Design rv32im_bus_arbiter, sky130hd; sources not shown.
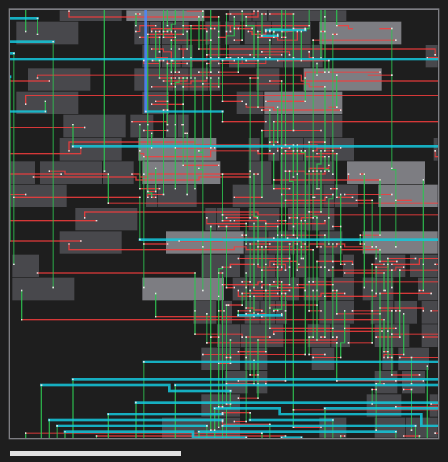
Figure 1: zoomed window.
Scale bar: 20 um. Window x 3 to 53, y 3 to 53 um. Cells in grey, sequential cells in the stronger grey; small squares are vias.
Cyan shows metal 3. Green shows metal 2. Blue shows metal 4. Red shows metal 1.
Sequential cells in the window: 10. Most frequent: buf_4 (15), buf_12 (10), nor2_1 (9). 122 logic cells have their middle in the window.

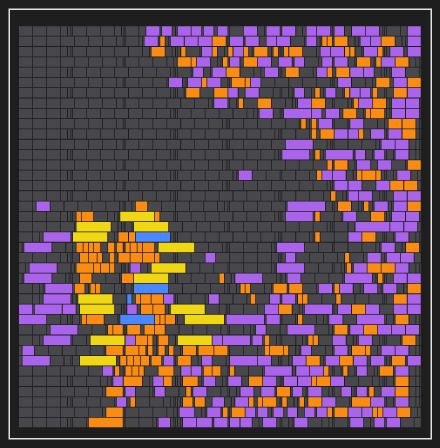
Figure 2: placed cells, one colour a class.
Fill, decap, tap and diode cells in grey.
Orange shows combinational and other logic, cells 218. Purple shows remaining buffers and delay cells, cells 242. Yellow shows sequential cells, cells 14. Blue shows clock drivers and dummy loads, cells 4.
Util after Layout: 0.416
row count: 39

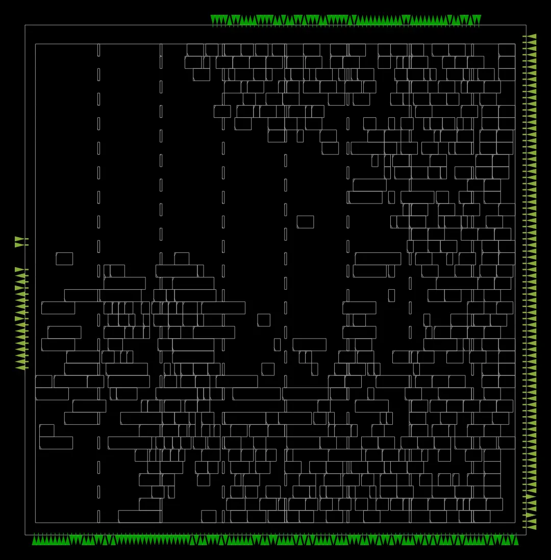
Figure 3: placed standard cells.
number of fill cells: 1125
Seq/total area: 0.0761
total core area: 11300 um2

==> impl_metrics.env <==
# source this file to load flow results
export IMPL_period_used=1.05
export IMPL_seq_area_frac_synth=0.165
export IMPL_routed_wl_mm=12.4
export IMPL_fp_dieW_um=111
export IMPL_warning_count=31
export IMPL_critPathBufInv=2
export IMPL_grt_pass1_vias=2917
export IMPL_status="finished with violations"
export IMPL_maxSlewViolCount=0
export IMPL_yosysChipArea_um2=2130
export IMPL_dp_cells=609
export IMPL_grt_usage=0.186
export IMPL_power_uw=6450
export IMPL_clk_path_buf_depth=2
export IMPL_final_antenna_net_count=0
export IMPL_dieArea_um2=12500
export IMPL_yosys_warnings=0
export IMPL_cp_cell_sequence="inv_2, ha_4, nand2b_4, or4_4, nor2_4, o21a_1, buf_6"
export IMPL_grt_overflow=0
export IMPL_final_setup_viol_count=4
export IMPL_cp_slowest_cell="or4_4"
export IMPL_largest_register_ffs=8
export IMPL_instances_no_fill=621
export IMPL_syn_inst=282
export IMPL_area_growth_pct=120
export IMPL_violations="negative setup slack"
export IMPL_cp_required_ns=1.68
export IMPL_numPortBuffers=217
export IMPL_initial_utilization=0.189
export IMPL_ir_drop_mv=0.687
export IMPL_drtIter0Drc=93
export IMPL_drive_gt1_frac=0.232
export IMPL_max_stage_delay_ns=0.50
export IMPL_antenna_found_initial=0
export IMPL_dieHeight_um=113
export IMPL_critPathArrivalTime_ns=1.78
export IMPL_powerDensity_nw_per_um2=1380
export IMPL_cp_max_fo=3
export IMPL_critPathKind="reg2out"
export IMPL_wl_per_cell_um=19.9
export IMPL_r2r_setup_slack_ns=-0.10
export IMPL_ctsRootBufferMaster="clkbuf_16"
export IMPL_slew_headroom=0.651
export IMPL_setup_ws_ns=-0.104
## kinds of logic (layout without fill, tap and decap cells)
| kind of cell | Yosys count | count (layout) | synth area share |
|---|---|---|---|
| muxes | 69 | 69 | 0.325 |
| DFF | 14 | 14 | 0.165 |
| adders and majority gates | 6 | 6 | 0.0353 |
| and+or+nand+nor | 107 | 107 | 0.214 |
| buffers and inverters | 59 | 255 | 0.164 |
| xor gates and xnor gates | 5 | 5 | 0.0206 |
| AOI/OAI and AO/OA | 22 | 22 | 0.0771 |
## area by class of cell
class	count	area (um2)
sequential	14	357
inverter	9	33.8
fill	1125	6590
multi-input combinational	209	1470
timing repair buffer	242	2560
clock buffer	4	78.8
tap	143	179
## metal layers
metal,global-route usage,vias up,part of all wire
met5,0,-,0
met4,0.0250,0,0.0070
met3,0.121,6,0.15
met2,0.287,180,0.44
met1,0.225,1326,0.40
li1,-,1318,-
## cells in the mapped netlist, drive strengths merged
cell type	n	area, um2
nor2	79	297
nand3	3	15.0
a22o	1	8.76
clkbuf	13	48.8
or4	2	15.0
o41ai	1	8.76
nor3b	2	15.0
o21ai	4	20.0
or3	1	6.26
dfstp	1	26.3
nand2	6	22.5
o211ai	2	15.0
mux2i	69	691
a221oi	1	8.76
xnor2	5	43.8
o21a	2	15.0
inv	9	33.8
o311a	1	10.0
nor2b	1	6.26
and4	1	8.76
dfrtp	13	325
nand2b	2	12.5
a2111oi	2	17.5
nand4	1	6.26
a21boi	1	7.51
a211oi	3	22.5
a32o	2	20.0
nor3	5	25.0
and3	2	12.5
a21oi	2	10.0
ha	6	75.1
buf	37	265
and2	2	12.5
## layout by cell type (no fill, tap or decap), types with 2 or more instances in the layout
master,n
a2111oi_0,2
a211oi_1,3
a21oi_1,2
a32o_1,2
and2_1,2
and3_1,2
buf_12,26
buf_16,2
buf_4,66
buf_6,2
clkbuf_16,4
clkdlybuf4s50_1,140
dfrtp_1,11
dlygate4sd2_1,5
ha_1,5
inv_1,8
mux2i_1,68
nand2_1,6
nand3_1,3
nor2_1,77
nor2_4,2
nor3_1,5
nor3b_1,2
o211ai_1,2
o21a_1,2
o21ai_0,4
xnor2_1,5
## what timing repair did
action | in CTS | in global routing
buffers inserted | 5 | 1
pin swaps | 4 | 3
setup endpoints to repair | 19 | 9
cloned | 1 | 1
gates resized | 15 | 4
## power breakdown
group	total (uW)	internal (uW)	switching, uW	leakage [uW]
logic	5680	2570	3110	0.00195
registers	411	331	80.0	0.000184
clock network	358	256	102	0.0000382
## per-stage QoR
stage	worst slack, ns	hold slack [ns]	setup TNS, ns	utilization	cell area [um2]
2_1_floorplan	-2.19	0.309	-143.43	-	1810
3_3_place_gp	-0.281	0.499	-1.74	0.396	4460
3_5_place_dp	-0.347	0.533	-2.67	0.396	4460
4_1_cts	-0.150	0.537	-0.459	0.412	4650
5_1_grt	-0.179	0.560	-0.684	0.416	4680
6_report	-0.104	0.526	-0.387	0.416	4680
Power and IR drop assume default switching activity.
